==> images/gates.png <==
Scale bar: 100 um.
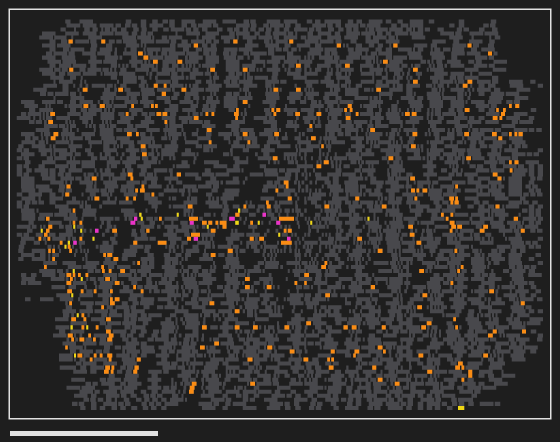
==> images/clock_nets.png <==
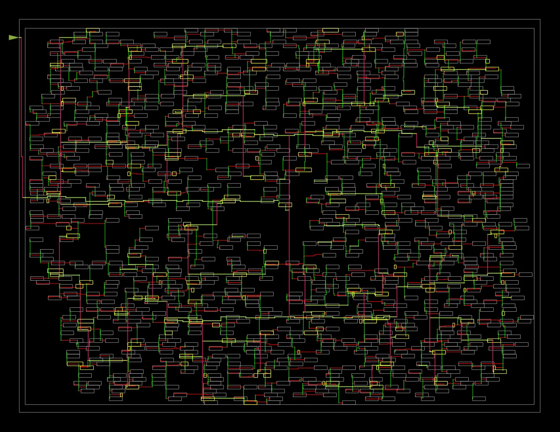
Design systolic_feeder_flat, sky130hd; sources not shown.
==> Slide: Implementation Results <==
Synthesis and Place & Route Summary

Die
  • Core ar.: 94100 um2
  • # Taps: 1237
  • Die footprint: 101000 um2
  • Ports: between 300 and 400
  • Row count: approximately 97
  • Die Y: 276 um

Detailed routing
  • Via density per instance: 6.16
  • Top routing layer in use: met5
  • Met1 WL: approximately 74 mm
  • DRT Pass-1 Iters: 5
  • Total number of vias: 30600
  • WL final: 172 mm

STA
  • Fin. Hold Viols: 0
  • TNS Setup: 0 ns
  • Pins over their slew limit: 0
  • Unrepaired setup endpoints after global routing: false
  • Relative slew slack: 21.0%

Yosys
  • Post-synth regs: 973
  • Area leader share: 59.3%
  • Post-Syn Nets: 3383
  • Cell type with the largest total area: dfrtp_1
  • Netlist cell types: roughly 58
  • Syn. warnings: 0
  • Adder Area Share: 0.609%
  • Yosys chip area: 41100 um2
  • Mapped Area: between 40000 and 50000 um2
  • Top FF cell, synth: dfrtp_1
  • Seq share, synth: 59.3%
  • Yosys aoi share: 5.85%
  • Synth top area cells: dfrtp_1 (59%), mux2_2 (22%), nand2_1 (3.8%)
  • Mean Syn Cell Area: 12.8 um2
  • Post-Synth XOR/XNOR Area: less than 1%

Critical path
  • Worst Path Buf+Inv: 8
  • Crit end category: flip-flop
  • Crit-path slowest cell: clkbuf_1
  • Maximum fanout along the worst path: 12
  • R2R Setup Slk: 32.30 ns
  • CP most frequent cell: clkbuf_1
  • Class of the most critical setup path: in -> reg
  • WP data required: about 40 ns
  • Largest stage delay on the critical path: approximately 0.88 ns

Final layout
  • Antenna cells: 4
  • Data buffer area share: under 10%
  • Flop share of the area: 48.8%
  • Logic area: approximately 16000 um2
  • Fin area: 49900 um2

Global routing
  • GRT Total Usage: between 30% and 40%
  • Most Used Layer, Global Route: met2
  • Met3 usage: 11.3%
  • First-pass GRT wire length: 241 mm
  • Vias in the first global route: 32500

Placement
  • Placed cell count: around 4800
  • Port Buffers: 325
  • DPL Wire Length: around 120 mm

Pwr
  • Max rail drop VDD: 62.0 uV
  • Sequential power: 1.64 mW
  • Sw Share: 43.8%
  • P_leak: 21.4 nW
  • Pwr Density: 102 nW/um2
  • Power Total: slightly above 5 mW
  • Top pwr grp: combinational cells
  • Clock power share: 19.6%
  • P_sw: 2.22 mW

Clocking
  • Root Buffer: clkbuf_16
  • Clk slew on worst S/H paths: 0.06 ns
  • H-tree depth: 3
  • Post-CTS Setup Inserts: 0
  • Clk buf depth: 3
  • CTS tree: yes
  • Post-cts resize count: 0
  • CTS Hold Bufs: 0

Status
  • Status: finished, final reports clean

Flow run
  • Number of OpenROAD warnings: 38
  • Max-Cap Viols: 0
Back to the opening pictures, gates.png:
family	colour	cells
inv cells	yellow	24
aoi and oai cells	orange	316
and/or cells	magenta	10
Finished Layout Cells: 4966
combinational share of cell area: 31.6%
Top cell excl fill/tap: dfrtp_1

Back to the opening pictures, clock_nets.png:
clock buffer count from CTS: 99
Worst Skew: 0.0339 ns
layout clock buffer count: 141

-- layout by cell type (no fill, tap or decap), drive strengths merged, types with 5 or more instances in the layout --
| master | count |
|---|---|
| o21ai | 68 |
| a22oi | 44 |
| clkbuf | 313 |
| mux2i | 20 |
| clkdlybuf4s50 | 325 |
| a221oi | 26 |
| ha | 20 |
| bufinv | 12 |
| o2bb2ai | 7 |
| clkinv | 24 |
| nor2 | 130 |
| inv | 24 |
| a32oi | 111 |
| buf | 71 |
| mux2 | 794 |
| dfrtp | 973 |
| nand2 | 419 |
| mux4 | 25 |
| clkinvlp | 5 |
| a21oi | 45 |
| nand3 | 211 |
Power and IR drop assume default switching activity.
